==> src/rtl/event_counter_pkg.sv <==
// Shared types for the event counter: counting mode at the boundaries.
package event_counter_pkg;

  typedef enum logic {
    MODE_WRAP = 1'b0,
    MODE_SAT  = 1'b1
  } cnt_mode_e;

endpackage

==> src/rtl/debouncer.sv <==
// Synchronises a raw event input, debounces it and emits a one-cycle step on
// each accepted rising level.
module debouncer #(
  parameter int unsigned SYNC_STAGES     = 2,
  parameter int unsigned DEBOUNCE_CYCLES = 1_000_000
) (
  input  logic clk,
  input  logic nrst,
  input  logic i_impulse,
  output logic o_step
);

  localparam int unsigned RunW = $clog2(DEBOUNCE_CYCLES + 1);
  localparam logic [RunW-1:0] RunLast = RunW'(DEBOUNCE_CYCLES - 1);

  logic [SYNC_STAGES-1:0] r_sync;
  logic                   r_level;
  logic                   r_level_d;
  logic                   r_step;
  logic [RunW-1:0]        r_run;
  logic                   w_sample;

  assign w_sample = r_sync[SYNC_STAGES-1];
  assign o_step   = r_step;

  always_ff @(posedge clk) begin
    if (!nrst) begin
      r_sync    <= '0;
      r_level   <= 1'b0;
      r_level_d <= 1'b0;
      r_step    <= 1'b0;
      r_run     <= '0;
    end else begin
      r_sync    <= {r_sync[SYNC_STAGES-2:0], i_impulse};
      r_level_d <= r_level;
      r_step    <= r_level & ~r_level_d;
      // The run counts consecutive disagreeing samples; the last one flips the level.
      if (w_sample == r_level) begin
        r_run <= '0;
      end else if (r_run == RunLast) begin
        r_level <= ~r_level;
        r_run   <= '0;
      end else begin
        r_run <= r_run + RunW'(1);
      end
    end
  end

endmodule

==> src/rtl/event_counter.sv <==
// Up/down event counter driven by a debounced asynchronous input, with wrap or
// saturate behaviour at the boundaries and a sticky boundary flag.
module event_counter
  import event_counter_pkg::*;
#(
  parameter int unsigned WIDTH           = 16,
  parameter logic [31:0] RESET_VAL       = 32'hFF00,
  parameter int unsigned SYNC_STAGES     = 2,
  parameter int unsigned DEBOUNCE_CYCLES = 1_000_000
) (
  input  logic             clk,
  input  logic             nrst,
  input  logic             i_impulse,
  input  logic             i_enable,
  input  logic             i_up_down,
  input  cnt_mode_e        i_mode,
  input  logic             i_load,
  input  logic [WIDTH-1:0] i_load_val,
  input  logic             i_clr_flags,
  output logic [WIDTH-1:0] o_count,
  output logic             o_wrap,
  output logic             o_boundary_sticky
);

  localparam logic [WIDTH-1:0] ResetVal = RESET_VAL[WIDTH-1:0];
  localparam logic [WIDTH-1:0] MaxVal   = '1;
  localparam logic [WIDTH-1:0] One      = WIDTH'(1);

  logic             w_step;
  logic [WIDTH-1:0] w_count_d;
  logic             w_wrap_d;
  logic             w_hit;
  logic             w_sticky_d;
  logic [WIDTH-1:0] r_count;
  logic             r_wrap;
  logic             r_sticky;

  debouncer #(
    .SYNC_STAGES    (SYNC_STAGES),
    .DEBOUNCE_CYCLES(DEBOUNCE_CYCLES)
  ) u_debouncer (
    .clk      (clk),
    .nrst     (nrst),
    .i_impulse(i_impulse),
    .o_step   (w_step)
  );

  always_comb begin
    w_count_d = r_count;
    w_wrap_d  = 1'b0;
    w_hit     = 1'b0;
    if (i_load) begin
      w_count_d = i_load_val;
    end else if (w_step && i_enable) begin
      if (i_up_down) begin
        if (r_count == MaxVal) begin
          w_hit = 1'b1;
          if (i_mode == MODE_WRAP) begin
            w_count_d = '0;
            w_wrap_d  = 1'b1;
          end
        end else begin
          w_count_d = r_count + One;
        end
      end else begin
        if (r_count == '0) begin
          w_hit = 1'b1;
          if (i_mode == MODE_WRAP) begin
            w_count_d = MaxVal;
            w_wrap_d  = 1'b1;
          end
        end else begin
          w_count_d = r_count - One;
        end
      end
    end
    // A boundary hit in the same cycle as a clear keeps the flag set.
    w_sticky_d = w_hit | (r_sticky & ~i_clr_flags);
  end

  always_ff @(posedge clk) begin
    if (!nrst) begin
      r_count  <= ResetVal;
      r_wrap   <= 1'b0;
      r_sticky <= 1'b0;
    end else begin
      r_count  <= w_count_d;
      r_wrap   <= w_wrap_d;
      r_sticky <= w_sticky_d;
    end
  end

  assign o_count           = r_count;
  assign o_wrap            = r_wrap;
  assign o_boundary_sticky = r_sticky;

endmodule

==> config.mk <==
export PLATFORM = sky130hd
export DESIGN_NAME = event_counter
export DESIGN_NICKNAME = d
export VERILOG_FILES = /design/src/rtl/event_counter_pkg.sv /design/src/rtl/debouncer.sv /design/src/rtl/event_counter.sv
export SDC_FILE = /design/constraint.sdc
export NUM_CORES = 1
export LEC_CHECK = 0
export CAP_MARGIN = 30
export CORE_ASPECT_RATIO = 0.6
export CORE_MARGIN = 1
export CORE_UTILIZATION = 59
export DETAILED_ROUTE_END_ITERATION = 16
export PLACE_DENSITY = 0.86
export SYNTH_ARGS = -nofsm -noshare
export SYNTH_HDL_FRONTEND = slang
export SYNTH_SLANG_ARGS = --single-unit
==> constraint.sdc <==
create_clock -name clk -period 4.7 [get_ports clk]
set_clock_uncertainty 0.2 [all_clocks]
set_input_delay 0.47 -clock clk [delete_from_list [all_inputs] [get_ports clk]]
set_output_delay 0.47 -clock clk [all_outputs]
set_load 0.005 [all_outputs]
Run 1, clock routing:
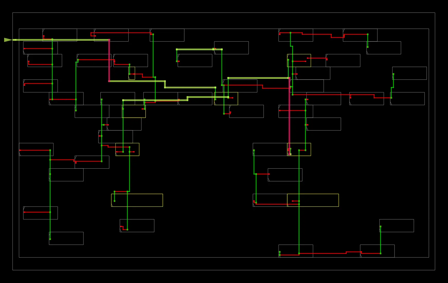
clk ins delay skew pair: 0.30 ns
Clock group: 0.346 mW

Run 1, drive-strength map:
Scale: 6 px per µm.
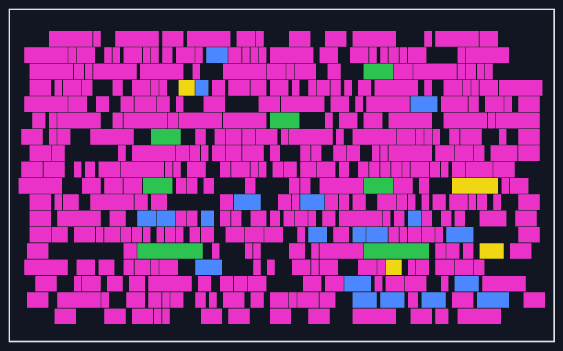
[green] x6 and larger | cells: 7 | share: 1.9% | most used: clkbuf_8
[yellow] x3 and x4 | cells: 4 | share: 1.1% | most used: buf_4
[blue] x2 | cells: 20 | share: 5.3% | most used: o221a_2
[magenta] x1 and smaller | cells: 347 | share: 92%
synthesis-to-layout area growth: 17.58%
Non-clock buffers: 43
cell area after layout: 3264 µm²

==> run_results.csv, run 1 <==
group,metric,value,unit
logic_synthesis,ys_ff,43,
route,drt_iter0_drc,426,
cts,cts-resized-gates,0,
status,outcome,"finished clean",
hold_path,min_to,"u_debouncer.o_step$_SDFF_PN0_",
logic_synthesis,yosys-top-cells-count,"dfxtp_1 (43), nor2_1 (43), nand2_1 (36)",
route,wl_met3,1.251,mm
worst_setup_path,r2r_slack,1.69,ns
worst_setup_path,path_max_fanout,16,
pwr,p_total,0.8946,mW
die,design.core.area,4302,µm²
global_route,met2_usage,0.4697,
pwr,pg_seq,0.404,mW
cts,cts_setup_buffers,0,
timing,setup_ws,1.690,ns
pwr,leakage,1.066,nW
global_route,grtUsageMet3,0.1298,
pwr,power_switching,0.2376,mW
pwr,power_frac_seq,0.452,
cts,holdBufCountCts,0,
logic_synthesis,yosysTopAreaCell,"dfxtp_1",
pwr,swShare,0.2656,
layout,final_util,0.7589,
job,maxCapViolCount,0,
route,antenna_left,0,
placed_design,place_inst,430,
logic_synthesis,async_reset_ff_frac,0,
layout,comb_area,1733,µm²
layout,clockBufferCount,6,
timing,finalCriticalPeriod,3.010,ns
logic_synthesis,synth_nets,380,
logic_synthesis,avgSynthCellArea,7.888,µm²
route,top_layer,"met4",
logic_synthesis,ys_sh_aoi,0.1924,
worst_setup_path,worst-r2r-cell-count,8,
layout,inverters,10,
global_route,antenna_found_initial,1,
pwr,p_comb,0.144,mW
layout,stdcell_count,438,
cts,h-tree-depth,2,
cts,cts_root_buf,"clkbuf_8",
placed_design,dp_hpwl,5.915,mm
pwr,intPower,0.6570,mW
hold_path,hold_depth,1,
layout,dominant_cells,"combinational gates",
pwr,power_leader,"sequential cells",
layout,lay_top_cells,"nor2_1 (43), dfxtp_1 (43), clkdlybuf4s50_1 (41)",
global_route,grt_pass1_wl,12.55,mm
placed_design,place.gp.congestion,1.008,
logic_synthesis,syn_area,2776,µm²
cts,cts_tree,"built",
pwr,cellPowerDensity,274.0,nW/µm²
placed_design,placedInstanceArea,3132,µm²
global_route,grt_pass1_vias,2464,
worst_setup_path,critPathKind,"register to register",
route,wire_per_inst,18.53,µm
worst_setup_path,worstSetupEndpointType,"register",
hold_path,hold_path_startpoint,"u_debouncer.r_level_d$_SDFF_PN0_",
logic_synthesis,xor_share,0.08833,
timing,fmaxAchievable,0.3322,GHz
timing,report.final.setup_viol,0,
route,drt-total-wl,8.114,mm
logic_synthesis,ys_top_cells_by_area,"dfxtp_1 (31%), nor2_1 (5.8%), xnor2_1 (5.0%)",
worst_setup_path,cp-startpoint,"o_count[0]$_SDFFE_PN0P_",
timing,tightestPinTransition,0.7277,ns
layout,num-fill-cells,340,
logic_synthesis,mux_share,0.007210,
placed_design,pre_cts_ws,1.663,ns
placed_design,port-buffer-count,41,
die,nWellTaps,60,
layout,seq_cells,43,
worst_setup_path,cp_cell_sequence,"inv_1 -> ha_1 -> nor4b_2 -> nand4_2 -> o21ai_2 -> a21oi_2 -> nor2_1 -> o311a_1",
route,wl_met2,3.088,mm
layout,comb_share,0.5309,
timing,slew_headroom,0.5023,
worst_setup_path,worstReg2RegStart,"o_count[0]$_SDFFE_PN0P_",
global_route,grt_use_total,0.3347,
layout,n_antenna_cell,0,
logic_synthesis,adder_share,0.01803,
global_route,grt_util_met1,0.4741,
timing,hold_violations,0,
logic_synthesis,yosys_area,2776,µm²
timing,rsz0062_at_grt,"no",
logic_synthesis,yosysWarningCount,0,
route,viasPerCell,6.557,
layout,buffer_area_frac,0.1303,
layout,drive_gt1_frac,0.08201,
pwr,clkPwrFrac,0.387,
global_route,grt_overflow,0,
logic_synthesis,synth.distinct_cells,64,
layout,sh_seq_area,0.2637,
timing,finalCritPeriodShare,0.6404,
logic_synthesis,edf_count,0,
logic_synthesis,synthDominantCellAreaShare,0.3100,
die,die_y,55.14,µm
route,drt-pass1-iter-count,6,
worst_setup_path,worstPathRequired,4.69,ns
logic_synthesis,synthCells,352,
die,die_area,4993,µm²
global_route,grt_start_max_net_pins,23,
pwr,peakVddDrop,152.4,µV
route,vias,2872,
job,warnings,28,
worst_setup_path,reg2reg_to,"o_count[6]$_SDFFE_PN0P_",
logic_synthesis,ys.flop_type,"dfxtp_1",
logic_synthesis,yosys_cells,352,
worst_setup_path,worst-path-buf-inv,1,
timing,finalSetupTns,0,ns
worst_setup_path,cp_top_family,"AND-OR/OR-AND gates",
logic_synthesis,ys_sh_simple,0.3182,
die,num_rows,18,
cts,path_clk_slew,0.09,ns
worst_setup_path,start_kind,"register",
layout,largest_register_ff_count,20,
worst_setup_path,crit_path_top_delay_cell,"dfxtp_1",
die,fp.dieW,90.56,µm
die,ios,42,
pwr,p_comb_frac,0.161,
layout,nNetsFinal,405,
cts,cts.sinks,43,
layout,seq_area,860.8,µm²
timing,drv_slew,0,
layout,clk_share,0.04063,
worst_setup_path,crit_arrival,3.00,ns
logic_synthesis,synth.logic.top_family,"simple AND/OR/NAND/NOR gates",
worst_setup_path,slowest_delay,0.58,ns
cts,cts_buffers,5,
worst_setup_path,endpoint,"o_count[6]$_SDFFE_PN0P_",
worst_setup_path,cp.depth,8,
layout,comb_cells,274,
hold_path,hp-class,"register to register",
die,initial_core_util,0.6454,
logic_synthesis,ys_seq_frac,0.3100,
route,drc,0,
Run 1, signal metal coverage by tile:
Scale: 6 px per µm. The die is cut into 18 by 11 equal tiles; black is low, pale yellow is high, scaled to the fullest tile. Values are wire area over tile area, all layers added.
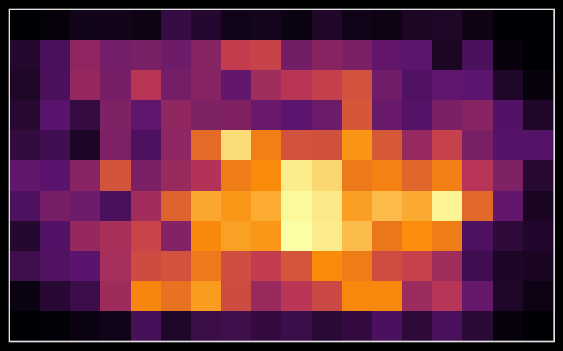
fullest tile: 0.78
emptiest ninth of the die: north-east
mean over tiles: 0.29
tiles over half the peak: 30%
densest ninth of the die: centre

==> run 2, diff against run 1 <==
CORE_UTILIZATION = 49   (was 59)
PLACE_DENSITY = 0.76   (was 0.86)
clock period = 2.7 ns   (was 4.7 ns; I/O delays follow)
Run 2, where the registers sit:
Scale: 4 px per µm.
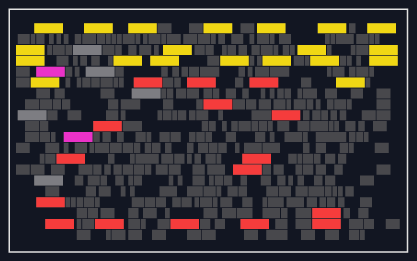
[yellow] u_debouncer.r_run | sequential cells: 20
[magenta] u_debouncer.r_sync | sequential cells: 2
[red] o_count | sequential cells: 16
not coloured: 5
Reg area: 860.8 µm²
utilization after layout: 0.6579
Seq. pwr: 0.682 mW

==> run_results.csv, run 2 <==
group,metric,value,unit
status,outcome,"finished clean",
logic_synthesis,mux_share,0.007210,
layout,dominant_cells,"combinational gates",
cts,clk_latency,0.29,ns
global_route,grt_start_max_net_pins,22,
cts,cts_tree,"built",
cts,h-tree-depth,2,
logic_synthesis,yosys_area,2776,µm²
layout,design_area,3457,µm²
worst_setup_path,cp_cell_sequence,"inv_1 -> ha_1 -> nor4b_2 -> nand4_2 -> buf_4 -> and2_1 -> nand4_1 -> o21ai_0 -> a311oi_1",
logic_synthesis,ys_top_cells_by_area,"dfxtp_1 (31%), nor2_1 (5.8%), xnor2_1 (5.0%)",
timing,finalSetupTns,0,ns
die,initial_core_util,0.5283,
pwr,cellPowerDensity,405.1,nW/µm²
die,design.core.area,5255,µm²
pwr,peakVddDrop,227.0,µV
timing,tightestPinTransition,0.5220,ns
global_route,met2_usage,0.3746,
cts,cts_setup_buffers,0,
logic_synthesis,syn_area,2776,µm²
global_route,grt_use_total,0.3004,
layout,n_antenna_cell,0,
timing,setup_ws,0.1111,ns
die,fp.dieW,99.18,µm
worst_setup_path,worst-r2r-cell-count,9,
cts,cts-resized-gates,0,
logic_synthesis,yosysTopAreaCell,"dfxtp_1",
cts,cts_root_buf,"clkbuf_8",
logic_synthesis,edf_count,0,
die,num_rows,20,
timing,report.final.setup_viol,0,
die,ios,42,
placed_design,port-buffer-count,41,
logic_synthesis,xor_share,0.08833,
layout,sh_seq_area,0.2490,
layout,area_growth_syn_to_layout,24.52,%
logic_synthesis,adder_share,0.01803,
global_route,grt_overflow,0,
route,drt_iter0_drc,430,
worst_setup_path,worstReg2RegStart,"o_count[0]$_SDFFE_PN0P_",
pwr,swShare,0.2978,
layout,num-fill-cells,470,
logic_synthesis,synth.distinct_cells,64,
logic_synthesis,ys.flop_type,"dfxtp_1",
logic_synthesis,ys_seq_frac,0.3100,
layout,stdcell_count,474,
worst_setup_path,start_kind,"register",
logic_synthesis,avgSynthCellArea,7.888,µm²
logic_synthesis,ys_ff,43,
worst_setup_path,crit_arrival,2.59,ns
logic_synthesis,synthCells,352,
placed_design,pre_cts_ws,0.1884,ns
route,antenna_left,0,
global_route,grt_pass1_wl,13.47,mm
layout,buffer_area_frac,0.1882,
route,wl_met2,2.932,mm
cts,path_clk_slew,0.08,ns
placed_design,dp_hpwl,6.659,mm
pwr,p_total,1.401,mW
job,warnings,28,
worst_setup_path,cp_top_family,"simple AND/OR/NAND/NOR gates",
timing,rsz0062_at_grt,"no",
worst_setup_path,cp.depth,9,
pwr,power_leader,"sequential cells",
pwr,leakage,1.188,nW
worst_setup_path,critPathKind,"register to register",
Run 2, M3 wires:
Scale: 6 px per µm.
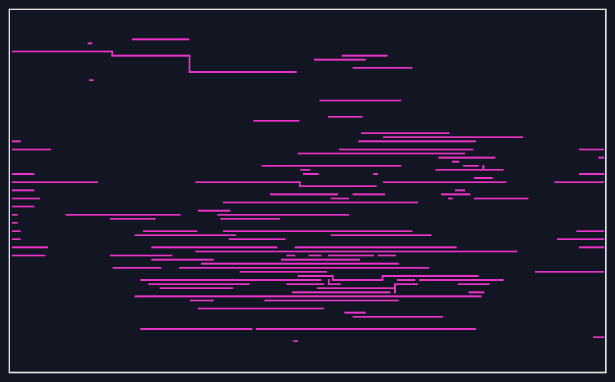
longest straight run: 57.5 µm
nets with wire on the layer: 82
share of all routed wire: 14%
wire length on this layer: 1,210 µm
Routed WL: 8.534 mm
GR Layer Usage met3: 0.1146
DR vias: 2,890

==> run 3, diff against run 2 <==
CORE_ASPECT_RATIO = default   (was 0.6)
SLEW_MARGIN = 20   (was default)
Run 3, M3 wires:
Scale: 6 px per µm.
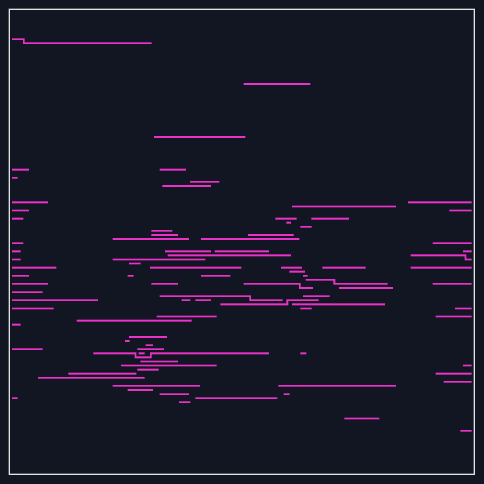
wire length on this layer: 646 µm
main direction: horizontal
share of all routed wire: 8.6%
nets with wire on the layer: 72
longest straight run: 21.2 µm

==> run_results.csv, run 3 <==
group,metric,value,unit
pwr,intPower,0.9708,mW
timing,finalCritPeriodShare,0.9418,
pwr,power_switching,0.3916,mW
layout,comb_area,1733,µm²
logic_synthesis,edf_count,0,
route,drt-total-wl,7.552,mm
logic_synthesis,ys_seq_frac,0.3100,
timing,finalCriticalPeriod,2.543,ns
logic_synthesis,avgSynthCellArea,7.888,µm²
hold_path,hp-class,"register to register",
die,nWellTaps,72,
worst_setup_path,worstPathRequired,2.68,ns
layout,regMostFlops,"u_debouncer.r_run",
pwr,power_frac_seq,0.499,
die,num_rows,27,
layout,sh_seq_area,0.2551,
layout,comb_share,0.5135,
placed_design,place.gp.congestion,0.9256,
hold_path,hold_path_startpoint,"u_debouncer.r_level_d$_SDFF_PN0_",
cts,cts_tree,"built",
die,die_y,77.28,µm
cts,cts_root_buf,"clkbuf_8",
logic_synthesis,yosys-top-cells-count,"dfxtp_1 (43), nor2_1 (43), nand2_1 (36)",
timing,hold_violations,0,
route,antenna_left,0,
global_route,grtUsageMet3,0.06310,
cts,cts.sinks,43,
layout,area_growth_syn_to_layout,21.54,%
timing,finalSetupTns,0,ns
logic_synthesis,xor_share,0.08833,
pwr,p_comb,0.284,mW
logic_synthesis,mux_share,0.007210,
global_route,grt_overflow,0,
pwr,leakage,1.134,nW
route,top_layer,"met4",
cts,cts-resized-gates,0,
placed_design,port-buffer-count,41,
die,die_area,5971,µm²
die,fp.dieW,77.28,µm
worst_setup_path,worst-r2r-cell-count,8,
layout,clockBufferCount,6,
job,warnings,28,
pwr,power_leader,"sequential cells",
logic_synthesis,synth.distinct_cells,64,
worst_setup_path,slowest_delay,0.48,ns
pwr,cellPowerDensity,403.7,nW/µm²
worst_setup_path,cp_cell_sequence,"inv_1 -> ha_1 -> nor4b_2 -> nand4_2 -> o21ai_2 -> a21oi_2 -> nor2_1 -> o311a_1",
route,viasPerCell,6.017,
cts,cts_setup_buffers,0,
layout,num-fill-cells,529,
logic_synthesis,adder_share,0.01803,
worst_setup_path,crit_arrival,2.52,ns
timing,drv_slew,0,
cts,path_clk_slew,0.08,ns
route,drt_iter0_drc,242,
layout,design_area,3374,µm²
layout,clk_share,0.02521,
global_route,met2_usage,0.3858,
layout,nNetsFinal,424,
logic_synthesis,synth.logic.top_family,"simple AND/OR/NAND/NOR gates",
die,ios,42,
pwr,pg_clk,0.398,mW
global_route,antenna_found_initial,0,
cts,cts_buffers,5,
timing,tightestPinTransition,0.6253,ns
layout,buffer_area_frac,0.1683,
worst_setup_path,worstReg2RegStart,"o_count[0]$_SDFFE_PN0P_",
global_route,grt_pass1_vias,2502,
die,initial_core_util,0.5073,
timing,setup_ws,0.1570,ns
layout,seq_cells,43,
logic_synthesis,syn_area,2776,µm²
pwr,clkPwrFrac,0.292,
placed_design,pre_cts_ws,0.2129,ns
worst_setup_path,endpoint,"o_count[6]$_SDFFE_PN0P_",
logic_synthesis,ys.flop_type,"dfxtp_1",
layout,drive_gt1_frac,0.1259,
layout,dominant_cells,"combinational gates",
layout,comb_cells,274,
hold_path,min_to,"u_debouncer.o_step$_SDFF_PN0_",
pwr,pg_seq,0.680,mW
logic_synthesis,yosysWarningCount,0,
logic_synthesis,ys_sh_aoi,0.1924,
route,wl_met3,645,µm
worst_setup_path,critPathKind,"register to register",
layout,lay_top_cells,"nor2_1 (43), dfxtp_1 (43), clkdlybuf4s50_1 (41)",
global_route,grt_start_max_net_pins,22,
logic_synthesis,yosys_cells,352,
status,outcome,"finished clean",
layout,non_clock_buffer_count,62,
layout,stdcell_count,469,
cts,holdBufCountCts,0,
global_route,grt_use_total,0.2663,
hold_path,hold_depth,1,
timing,timing.hold.ws,0.1976,ns
layout,seq_area,860.8,µm²
global_route,grt_pass1_wl,12.52,mm
layout,final_util,0.6166,
cts,cts_max_path_buffers,2,
route,drt-pass1-iter-count,6,
worst_setup_path,cp_top_family,"AND-OR/OR-AND gates",
route,wire_per_inst,16.10,µm
placed_design,dp_hpwl,5.637,mm
timing,report.final.setup_viol,0,
logic_synthesis,yosys_area,2776,µm²
job,maxCapViolCount,0,
layout,largest_register_ff_count,20,
worst_setup_path,start_kind,"register",
logic_synthesis,ys_top_cells_by_area,"dfxtp_1 (31%), nor2_1 (5.8%), xnor2_1 (5.0%)",
layout,n_antenna_cell,0,
pwr,p_total,1.362,mW
die,design.core.area,5473,µm²
logic_synthesis,synthCells,352,
worst_setup_path,cp.depth,8,
route,wl_met2,3.299,mm
cts,h-tree-depth,2,
worst_setup_path,r2r_slack,0.16,ns
layout,inverters,10,
worst_setup_path,path_max_fanout,9,
cts,clk_latency,0.29,ns
logic_synthesis,synth_nets,380,
route,vias,2822,
route,drc,0,
worst_setup_path,worstSetupEndpointType,"register",
worst_setup_path,reg2reg_to,"o_count[6]$_SDFFE_PN0P_",
placed_design,place_inst,461,
route,wl_met1,3.429,mm
worst_setup_path,worst-path-buf-inv,1,
pwr,peakVddDrop,425.2,µV
timing,rsz0062_at_grt,"no",
logic_synthesis,ys_ff,43,
pwr,swShare,0.2874,
worst_setup_path,crit_path_top_delay_cell,"dfxtp_1",
logic_synthesis,synthDominantCellAreaShare,0.3100,
logic_synthesis,yosysTopAreaCell,"dfxtp_1",
timing,fmaxAchievable,0.3932,GHz
Run 3, drive-strength map:
Scale: 6 px per µm.
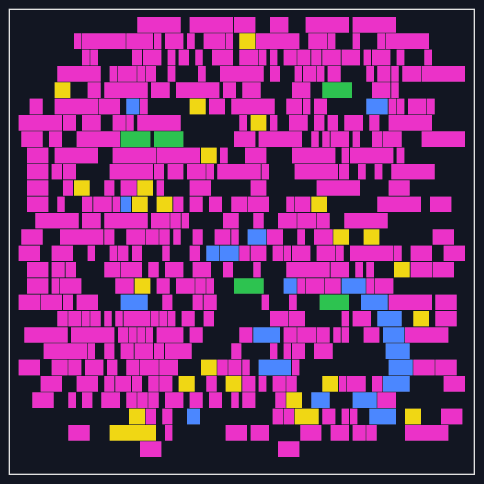
[magenta] x1 and smaller | cells: 347 | share: 87%
[blue] x2 | cells: 21 | share: 5.3% | most used: o221a_2
[yellow] x3 and x4 | cells: 24 | share: 6.0% | most used: buf_4
[green] x6 and larger | cells: 5 | share: 1.3% | most used: clkbuf_8

Power and IR drop assume default switching activity.
